## src/rtl/nn_pkg.sv

```systemverilog
// Shared constants, state encoding and saturation helper for the 256-20-10
// inference sequencer.
package nn_pkg;

    localparam int N_IN  = 256;
    localparam int N_HID = 20;
    localparam int N_OUT = 10;
    localparam int DW    = 16;
    localparam int FRAC  = 8;
    localparam int ACC_W = 40;

    // The data port carries one spare address bit above the pixel count.
    localparam int DATA_AW = $clog2(N_IN) + 1;
    localparam int W12_AW  = $clog2(N_IN * N_HID);
    localparam int B12_AW  = $clog2(N_HID);
    localparam int W23_AW  = $clog2(N_HID * N_OUT);
    localparam int B23_AW  = $clog2(N_OUT);

    // Loop counter widths for pixel (i), hidden (j) and output (k) indices.
    localparam int I_W = $clog2(N_IN);
    localparam int J_W = $clog2(N_HID);
    localparam int K_W = $clog2(N_OUT);

    localparam logic signed [ACC_W-1:0] HID_MAX = ACC_W'((1 << (DW - 1)) - 1);

    typedef enum logic [2:0] {
        S_IDLE,
        S_L1_MAC,
        S_L1_BIAS,
        S_L1_WB,
        S_L2_MAC,
        S_L2_BIAS,
        S_L2_CMP,
        S_FIN
    } state_t;

    // ReLU followed by saturation to the largest positive DW value.
    function automatic logic [DW-1:0] sat_relu(input logic signed [ACC_W-1:0] x);
        if (x < 0) begin
            return '0;
        end
        if (x > HID_MAX) begin
            return HID_MAX[DW-1:0];
        end
        return x[DW-1:0];
    endfunction

endpackage

```

## src/rtl/nn_infer_sequencer_if.sv

```systemverilog
// Host handshake plus weight/data memory read bus of the inference sequencer.
interface nn_infer_sequencer_if;
    import nn_pkg::*;

    logic                 start;
    logic                 busy;
    logic                 done;
    logic [N_OUT-1:0]     onehot_enc;
    logic [DATA_AW-1:0]   data_rdaddr;
    logic [1:0]           data_rddata;
    logic [W12_AW-1:0]    w12_rdaddr;
    logic [DW-1:0]        w12_rddata;
    logic [B12_AW-1:0]    b12_rdaddr;
    logic [DW-1:0]        b12_rddata;
    logic [W23_AW-1:0]    w23_rdaddr;
    logic [DW-1:0]        w23_rddata;
    logic [B23_AW-1:0]    b23_rdaddr;
    logic [DW-1:0]        b23_rddata;
    logic                 rd_en;

    // Sequencer side: issues addresses, consumes read data and start.
    modport master (
        input  start, data_rddata, w12_rddata, b12_rddata, w23_rddata, b23_rddata,
        output busy, done, onehot_enc, data_rdaddr, w12_rdaddr, b12_rdaddr,
               w23_rdaddr, b23_rdaddr, rd_en
    );

    // Host/memory side.
    modport slave (
        output start, data_rddata, w12_rddata, b12_rddata, w23_rddata, b23_rddata,
        input  busy, done, onehot_enc, data_rdaddr, w12_rdaddr, b12_rdaddr,
               w23_rdaddr, b23_rdaddr, rd_en
    );

endinterface

```

## src/rtl/nn_mac_unit.sv

```systemverilog
// Shared signed multiply-accumulate unit. Layer 1 multiplies a 2-bit pixel by
// a DW weight, layer 2 multiplies a DW hidden activation by a DW weight.
// sum_o presents acc plus the bias, optionally aligned from Q8.8 to Q16.16.
module nn_mac_unit
    import nn_pkg::*;
(
    input  logic                    clk,
    input  logic                    reset,
    input  logic                    clr_i,
    input  logic                    en_i,
    input  logic                    sel_l2_i,
    input  logic [1:0]              pix_i,
    input  logic [DW-1:0]           hid_i,
    input  logic [DW-1:0]           w_l1_i,
    input  logic [DW-1:0]           w_l2_i,
    input  logic [DW-1:0]           bias_i,
    input  logic                    bias_shift_i,
    output logic signed [ACC_W-1:0] acc_o,
    output logic signed [ACC_W-1:0] sum_o
);

    logic signed [DW-1:0]    op_a;
    logic signed [DW-1:0]    op_b;
    logic signed [2*DW-1:0]  prod;
    logic signed [ACC_W-1:0] bias_ext;
    logic signed [ACC_W-1:0] acc_d;
    logic signed [ACC_W-1:0] acc_q;

    // Operand select, product and bias alignment.
    always_comb begin
        op_a     = sel_l2_i ? hid_i : {{(DW-2){pix_i[1]}}, pix_i};
        op_b     = sel_l2_i ? w_l2_i : w_l1_i;
        prod     = op_a * op_b;
        bias_ext = {{(ACC_W-DW){bias_i[DW-1]}}, bias_i};
        if (bias_shift_i) begin
            bias_ext = bias_ext <<< FRAC;
        end
        acc_d = acc_q;
        if (clr_i) begin
            acc_d = '0;
        end else if (en_i) begin
            acc_d = acc_q + {{(ACC_W-2*DW){prod[2*DW-1]}}, prod};
        end
    end

    // Accumulator register; clear wins over accumulate.
    always_ff @(posedge clk) begin
        if (!reset) begin
            acc_q <= '0;
        end else begin
            acc_q <= acc_d;
        end
    end

    assign acc_o = acc_q;
    assign sum_o = acc_q + bias_ext;

endmodule

```

## src/rtl/nn_infer_sequencer.sv

```systemverilog
// Sequences one 256-20-10 fully-connected inference through a single shared
// MAC: address generation, hidden buffer, bias/ReLU/saturation and argmax.
module nn_infer_sequencer
    import nn_pkg::*;
(
    input  logic                clk,
    input  logic                reset,
    nn_infer_sequencer_if.master bus
);

    state_t state_q, state_d;
    logic [I_W-1:0]      i_q, i_d;
    logic [J_W-1:0]      j_q, j_d;
    logic [K_W-1:0]      k_q, k_d;
    logic                busy_q, busy_d;
    logic                done_q, done_d;
    logic [N_OUT-1:0]    onehot_q, onehot_d;
    logic signed [ACC_W-1:0] best_q, best_d;
    logic [K_W-1:0]      idx_q, idx_d;
    logic [DATA_AW-1:0]  data_addr_q, data_addr_d;
    logic [W12_AW-1:0]   w12_addr_q, w12_addr_d;
    logic [B12_AW-1:0]   b12_addr_q, b12_addr_d;
    logic [W23_AW-1:0]   w23_addr_q, w23_addr_d;
    logic [B23_AW-1:0]   b23_addr_q, b23_addr_d;
    logic                rd_en_q, rd_en_d;
    logic                mac_vld_q, mac_l2_q;
    logic                mac_clr, hid_we, in_cmp;
    logic signed [ACC_W-1:0] mac_acc, mac_sum;
    logic [DW-1:0]       hidden_q [N_HID];
    logic [DW-1:0]       hid_op_q;

    assign in_cmp = (state_q == S_L2_CMP);

    nn_mac_unit u_mac (
        .clk          (clk),
        .reset        (reset),
        .clr_i        (mac_clr),
        .en_i         (mac_vld_q),
        .sel_l2_i     (mac_l2_q),
        .pix_i        (bus.data_rddata),
        .hid_i        (hid_op_q),
        .w_l1_i       (bus.w12_rddata),
        .w_l2_i       (bus.w23_rddata),
        .bias_i       (in_cmp ? bus.b23_rddata : bus.b12_rddata),
        .bias_shift_i (in_cmp),
        .acc_o        (mac_acc),
        .sum_o        (mac_sum)
    );

    // Next-state, loop counters, hidden write-back and argmax.
    always_comb begin
        // NOTE: every variable gets a default first so no path leaves it unassigned and infers a latch.
        state_d  = state_q;
        i_d      = i_q;
        j_d      = j_q;
        k_d      = k_q;
        busy_d   = busy_q;
        done_d   = 1'b0;
        onehot_d = onehot_q;
        best_d   = best_q;
        idx_d    = idx_q;
        mac_clr  = 1'b0;
        hid_we   = 1'b0;
        case (state_q)
            S_IDLE: begin
                mac_clr = 1'b1;
                if (bus.start) begin
                    state_d = S_L1_MAC;
                    i_d     = '0;
                    j_d     = '0;
                    busy_d  = 1'b1;
                end
            end
            S_L1_MAC: begin
                if (i_q == I_W'(N_IN - 1)) state_d = S_L1_BIAS;
                else                       i_d     = i_q + 1'b1;
            end
            S_L1_BIAS: state_d = S_L1_WB;
            S_L1_WB: begin
                hid_we  = 1'b1;
                mac_clr = 1'b1;
                i_d     = '0;
                if (j_q == J_W'(N_HID - 1)) begin
                    state_d = S_L2_MAC;
                    j_d     = '0;
                    k_d     = '0;
                end else begin
                    state_d = S_L1_MAC;
                    j_d     = j_q + 1'b1;
                end
            end
            S_L2_MAC: begin
                if (j_q == J_W'(N_HID - 1)) state_d = S_L2_BIAS;
                else                        j_d     = j_q + 1'b1;
            end
            S_L2_BIAS: state_d = S_L2_CMP;
            S_L2_CMP: begin
                mac_clr = 1'b1;
                // Strict greater-than keeps the lowest index on ties.
                if (k_q == '0 || mac_sum > best_q) begin
                    best_d = mac_sum;
                    idx_d  = k_q;
                end
                if (k_q == K_W'(N_OUT - 1)) begin
                    state_d = S_FIN;
                end else begin
                    state_d = S_L2_MAC;
                    k_d     = k_q + 1'b1;
                    j_d     = '0;
                end
            end
            S_FIN: begin
                state_d  = S_IDLE;
                onehot_d = N_OUT'(1) << idx_q;
                done_d   = 1'b1;
                busy_d   = 1'b0;
            end
            default: state_d = S_IDLE;
        endcase
    end

    // Registered read addresses for the cycle about to be entered; held otherwise.
    always_comb begin
        data_addr_d = data_addr_q;
        w12_addr_d  = w12_addr_q;
        b12_addr_d  = b12_addr_q;
        w23_addr_d  = w23_addr_q;
        b23_addr_d  = b23_addr_q;
        rd_en_d     = 1'b0;
        case (state_d)
            S_L1_MAC: begin
                data_addr_d = DATA_AW'(i_d);
                w12_addr_d  = W12_AW'(j_d) * W12_AW'(N_IN) + W12_AW'(i_d);
                rd_en_d     = 1'b1;
            end
            S_L1_BIAS: begin
                b12_addr_d = B12_AW'(j_d);
                rd_en_d    = 1'b1;
            end
            S_L2_MAC: begin
                w23_addr_d = W23_AW'(k_d) * W23_AW'(N_HID) + W23_AW'(j_d);
                rd_en_d    = 1'b1;
            end
            S_L2_BIAS: begin
                b23_addr_d = B23_AW'(k_d);
                rd_en_d    = 1'b1;
            end
            default: ;
        endcase
    end

    // Control and address registers with synchronous active-low reset.
    always_ff @(posedge clk) begin
        if (!reset) begin
            state_q     <= S_IDLE;
            i_q         <= '0;
            j_q         <= '0;
            k_q         <= '0;
            busy_q      <= 1'b0;
            done_q      <= 1'b0;
            onehot_q    <= '0;
            best_q      <= '0;
            idx_q       <= '0;
            data_addr_q <= '0;
            w12_addr_q  <= '0;
            b12_addr_q  <= '0;
            w23_addr_q  <= '0;
            b23_addr_q  <= '0;
            rd_en_q     <= 1'b0;
            mac_vld_q   <= 1'b0;
            mac_l2_q    <= 1'b0;
        end else begin
            state_q     <= state_d;
            i_q         <= i_d;
            j_q         <= j_d;
            k_q         <= k_d;
            busy_q      <= busy_d;
            done_q      <= done_d;
            onehot_q    <= onehot_d;
            best_q      <= best_d;
            idx_q       <= idx_d;
            data_addr_q <= data_addr_d;
            w12_addr_q  <= w12_addr_d;
            b12_addr_q  <= b12_addr_d;
            w23_addr_q  <= w23_addr_d;
            b23_addr_q  <= b23_addr_d;
            rd_en_q     <= rd_en_d;
            // Read data returns one cycle after a MAC address, so the product is valid then.
            mac_vld_q   <= (state_q == S_L1_MAC) || (state_q == S_L2_MAC);
            mac_l2_q    <= (state_q == S_L2_MAC);
        end
    end

    // Hidden activation buffer and the layer-2 operand aligned with w23 read data.
    always_ff @(posedge clk) begin
        // NOTE: the hidden buffer is storage, not control state, so it is deliberately left out of reset.
        if (reset && hid_we) begin
            hidden_q[j_q] <= sat_relu(mac_sum);
        end
        hid_op_q <= hidden_q[j_q];
    end

    assign bus.busy        = busy_q;
    assign bus.done        = done_q;
    assign bus.onehot_enc  = onehot_q;
    assign bus.data_rdaddr = data_addr_q;
    assign bus.w12_rdaddr  = w12_addr_q;
    assign bus.b12_rdaddr  = b12_addr_q;
    assign bus.w23_rdaddr  = w23_addr_q;
    assign bus.b23_rdaddr  = b23_addr_q;
    assign bus.rd_en       = rd_en_q;

endmodule

```

## src/flat_wrapper.sv

```systemverilog
// flat-port wrapper written by rule: the top's interface ports become plain ports
module nn_infer_sequencer_flat import nn_pkg::*;
  (clk, reset, bus_start, bus_data_rddata, bus_w12_rddata, bus_b12_rddata, bus_w23_rddata, bus_b23_rddata, bus_busy, bus_done, bus_onehot_enc, bus_data_rdaddr, bus_w12_rdaddr, bus_b12_rdaddr, bus_w23_rdaddr, bus_b23_rdaddr, bus_rd_en);
  nn_infer_sequencer_if bus_i ();
  input  logic clk;
  input  logic reset;
  input wire logic [$bits(bus_i.start)-1:0] bus_start;
  input wire logic [$bits(bus_i.data_rddata)-1:0] bus_data_rddata;
  input wire logic [$bits(bus_i.w12_rddata)-1:0] bus_w12_rddata;
  input wire logic [$bits(bus_i.b12_rddata)-1:0] bus_b12_rddata;
  input wire logic [$bits(bus_i.w23_rddata)-1:0] bus_w23_rddata;
  input wire logic [$bits(bus_i.b23_rddata)-1:0] bus_b23_rddata;
  output wire logic [$bits(bus_i.busy)-1:0] bus_busy;
  output wire logic [$bits(bus_i.done)-1:0] bus_done;
  output wire logic [$bits(bus_i.onehot_enc)-1:0] bus_onehot_enc;
  output wire logic [$bits(bus_i.data_rdaddr)-1:0] bus_data_rdaddr;
  output wire logic [$bits(bus_i.w12_rdaddr)-1:0] bus_w12_rdaddr;
  output wire logic [$bits(bus_i.b12_rdaddr)-1:0] bus_b12_rdaddr;
  output wire logic [$bits(bus_i.w23_rdaddr)-1:0] bus_w23_rdaddr;
  output wire logic [$bits(bus_i.b23_rdaddr)-1:0] bus_b23_rdaddr;
  output wire logic [$bits(bus_i.rd_en)-1:0] bus_rd_en;
  assign bus_i.start = bus_start;
  assign bus_i.data_rddata = bus_data_rddata;
  assign bus_i.w12_rddata = bus_w12_rddata;
  assign bus_i.b12_rddata = bus_b12_rddata;
  assign bus_i.w23_rddata = bus_w23_rddata;
  assign bus_i.b23_rddata = bus_b23_rddata;
  assign bus_busy = bus_i.busy;
  assign bus_done = bus_i.done;
  assign bus_onehot_enc = bus_i.onehot_enc;
  assign bus_data_rdaddr = bus_i.data_rdaddr;
  assign bus_w12_rdaddr = bus_i.w12_rdaddr;
  assign bus_b12_rdaddr = bus_i.b12_rdaddr;
  assign bus_w23_rdaddr = bus_i.w23_rdaddr;
  assign bus_b23_rdaddr = bus_i.b23_rdaddr;
  assign bus_rd_en = bus_i.rd_en;
  nn_infer_sequencer u_core (.clk(clk), .reset(reset), .bus(bus_i));
endmodule
```

## config.mk

```make
export PLATFORM = sky130hd
export DESIGN_NAME = nn_infer_sequencer_flat
export DESIGN_NICKNAME = d
export VERILOG_FILES = /design/src/rtl/nn_pkg.sv /design/src/rtl/nn_infer_sequencer_if.sv /design/src/rtl/nn_mac_unit.sv /design/src/rtl/nn_infer_sequencer.sv /design/src/flat_wrapper.sv
export SDC_FILE = /design/constraint.sdc
export NUM_CORES = 2
export LEC_CHECK = 0
export CAP_MARGIN = 20
export CELL_PAD_IN_SITES_DETAIL_PLACEMENT = 1
export CELL_PAD_IN_SITES_GLOBAL_PLACEMENT = 1
export CORE_AREA = 2 2 253 255
export DETAILED_ROUTE_END_ITERATION = 16
export DIE_AREA = 0 0 255 257
export PLACE_DENSITY = 0.85
export SLEW_MARGIN = 20
export SYNTH_ARGS = -nofsm -noshare
export SYNTH_HDL_FRONTEND = slang
export SYNTH_HIERARCHICAL = 1
export SYNTH_SLANG_ARGS = --single-unit
```

## constraint.sdc

```tcl
create_clock -name clk -period 25.7 [get_ports clk]
set_clock_uncertainty 0.05 [all_clocks]
set_input_delay 3.855 -clock clk [delete_from_list [all_inputs] [get_ports clk]]
set_output_delay 3.855 -clock clk [all_outputs]
set_load 0.01 [all_outputs]
```

Placed cells, one colour a class:
Bar = 100 um.
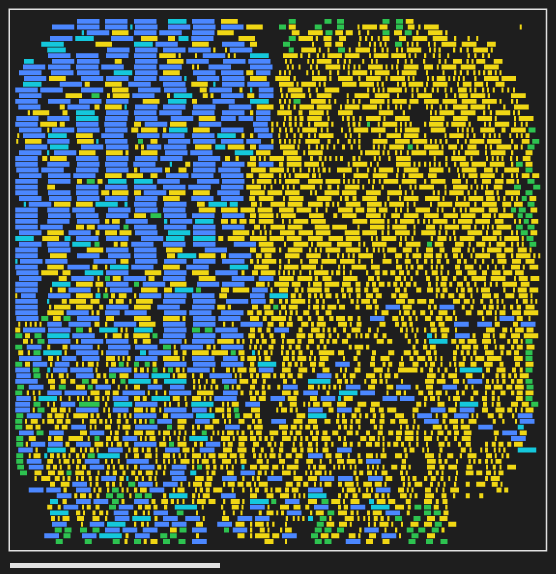
colour	class	cells
blue	flip-flops	485
cyan	clock drivers and dummy loads	100
yellow	all other logic	2586
green	other buffers and delay cells	162

Cells by drive strength:
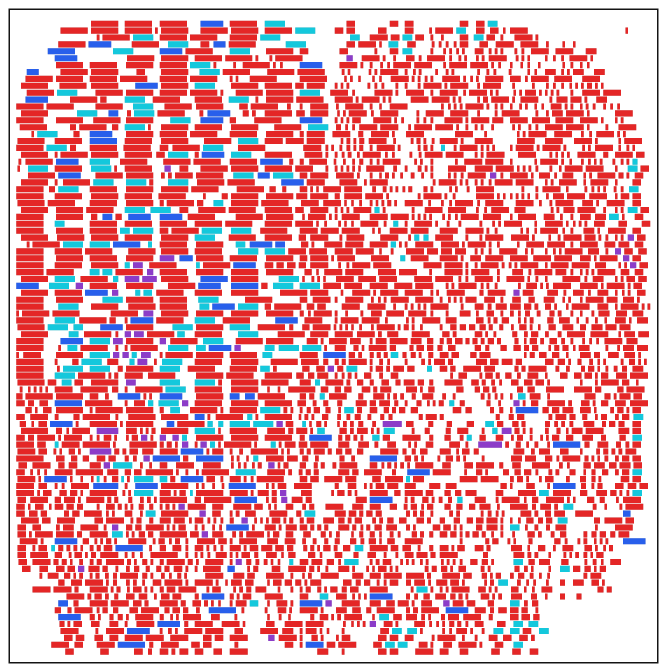
colour	size	cells	share	most used
red	drive 1 or less	3002	90%	inv_1
blue	drive 6 and up	83	2.5%	clkbuf_16
purple	drive 3 to 4	56	1.7%	buf_4
cyan	drive 2	192	5.8%	mux4_2

==> out/metrics.cfg <==
[yosys]
synthesis.instances = 3170
simple_gate_share = 0.1147
mux_share = 0.1022
area_of_the_mapped_netlist_um2 = 34240
synth.ff_latch_count = 485
yosys.area_share.xor_xnor = 0.02711
synthesis.area_per_instance_um2 = 10.80
proportion_of_register_bits_with_asynchronous_set_or_reset_after_synthesis = 0
synth.yosys.chip_area_um2 = 34240
post_synth_ao_oa_area_fraction = 0.08674
flip_flops_with_a_built_in_enable = 320

[routing]
drtPass1Iterations = 5
drt_iter0_markers = 1926
avgViaCountPerCell = 6.058
routed-via-count = 25315
drt_wl_total_mm = 104.0
drc_errors = 0

[global_routing]
grtUsageTotal = 0.3224
grt_start_max_net_pins = 96
grt_first_pass_wirelength_mm = 160.5
grt_pass1_vias = 28291

[floorplanning]
ioPinCount = 121
coreArea_um2 = 62740
dieHeight_um = 257
die-area_um2 = 65540
floorplanUtilization = 0.5458
chipWidth_um = 255
cell_rows = 92

[clocking]
post_cts.repair.setup_buffers = 0
postCtsHoldBufs = 0
clock_tree.root_cell = clkbuf_16
cts.repair.resized = 0
clk_pin_slew_ps = 70
clock.latency.late_pin_ps = 630

[setup_path]
critical_path.reg2reg.endpoint = u_core/u_mac/acc_o[37]$_SDFFE_PP0P_
cpMaxStageDelayCell = nor2b_1
cp.depth = 28
worst-path-max-fanout = 15
ff2ff_setup_slack_ps = 15100
reg2regPathDepth = 34
critPathLaunchType = input port
reg2reg_from = u_core/mac_l2_q$_SDFF_PN0_
crit_start = bus_data_rddata[1]

[sta]
slew-limit-headroom = 0.2091
worstMarginPinSlew_ps = 1185
report.final.hold_viol_count = 0
rsz0062_at_grt = no
max_freq_ghz = 0.07520
pins_over_their_slew_limit = 0
timing.setup.tns_ps = 0

[status]
run_status = completed

[min_path]
hold_path_end = u_core/best_q[32]$_SDFFE_PN0P_
whs_path_depth = 2
timing.hold.worst.start = u_core/best_q[32]$_SDFFE_PN0P_

[cells_and_area]
count_of_inserted_antenna_diode_cells = 0
final_layout_size_suffix_gt1_frac = 0.09931
design_area_um2 = 38480
layout_top_cell_excl_fill_tap = inv_1
largest_register_ff_count = 320

[placed_design]
post_place_cells = 4073
pre_cts_slack_ps = 11750
place_congestion = 0.9171
placed_cell_area_um2 = 36390

[flow_run]
max-cap-violations = 0

Clock wiring as the flow saved it:
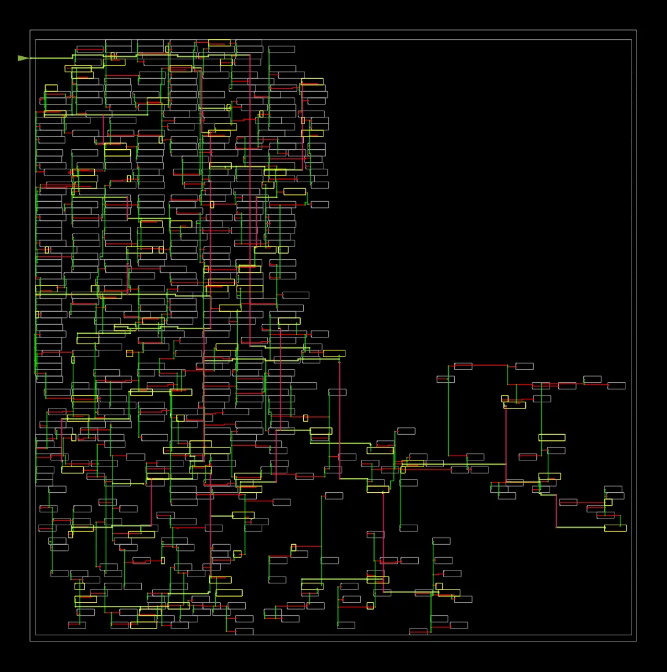
CTS sink count: 485
total CTS buffers: 53
clock buffer instance count of the final layout: 67

## Yosys cell counts (all sizes together), types with 51 or more instances
| cell | n | area share |
|---|---|---|
| fa | 266 | 0.16 |
| clkbuf | 80 | 0.0088 |
| nand2 | 346 | 0.038 |
| nor2 | 328 | 0.036 |
| o21ai | 92 | 0.014 |
| dfxtp | 165 | 0.096 |
| mux2 | 51 | 0.017 |
| edfxtp | 320 | 0.28 |
| a21oi | 167 | 0.025 |
| inv | 367 | 0.040 |
| mux4 | 81 | 0.053 |
| ha | 218 | 0.080 |
| xnor2 | 72 | 0.018 |
| mux2i | 110 | 0.032 |
| a21o | 55 | 0.012 |
## worst min-delay path, delay by kind of cell, from the launching register on
kind | cells | cell delay, ps
multiplexers | 1 | 50
flip-flops | 1 | 310
AND/OR/NAND/NOR | 1 | 50
## through the flow
stage / util / hold WS (ps)
2_1_floorplan: - / 384.7
3_3_place_gp: 0.5795 / 393.0
3_5_place_dp: 0.5801 / 400.3
4_1_cts: 0.6113 / 412.6
5_1_grt: 0.6133 / 435.7
6_report: 0.6133 / 410.9
## cell families after synthesis
family	Yosys count
buf+inv	486
xor+xnor	106
fa+ha+maj	484
flops	485
compound gates	468
other cells	1
mux	242
simple gates	898
## per-layer routing
metal	part of all wire	up-vias	wire (um)	global-route usage
li1	-	11083	-	-
met1	0.37	12953	38360	0.3758
met2	0.52	955	54150	0.5713
met3	0.057	320	5897	0.05128
met4	0.053	4	5548	0.1644
met5	0.00027	-	28	0
## area by class of cell
class	count	area [um2]
fillers	6553	24260
multi-input cells	2219	19600
flip-flops and latches	485	12920
repair buffers	162	1555
clock buffers	67	1409
inverters	367	1378
well taps	846	1059
clock inverters	33	550.5
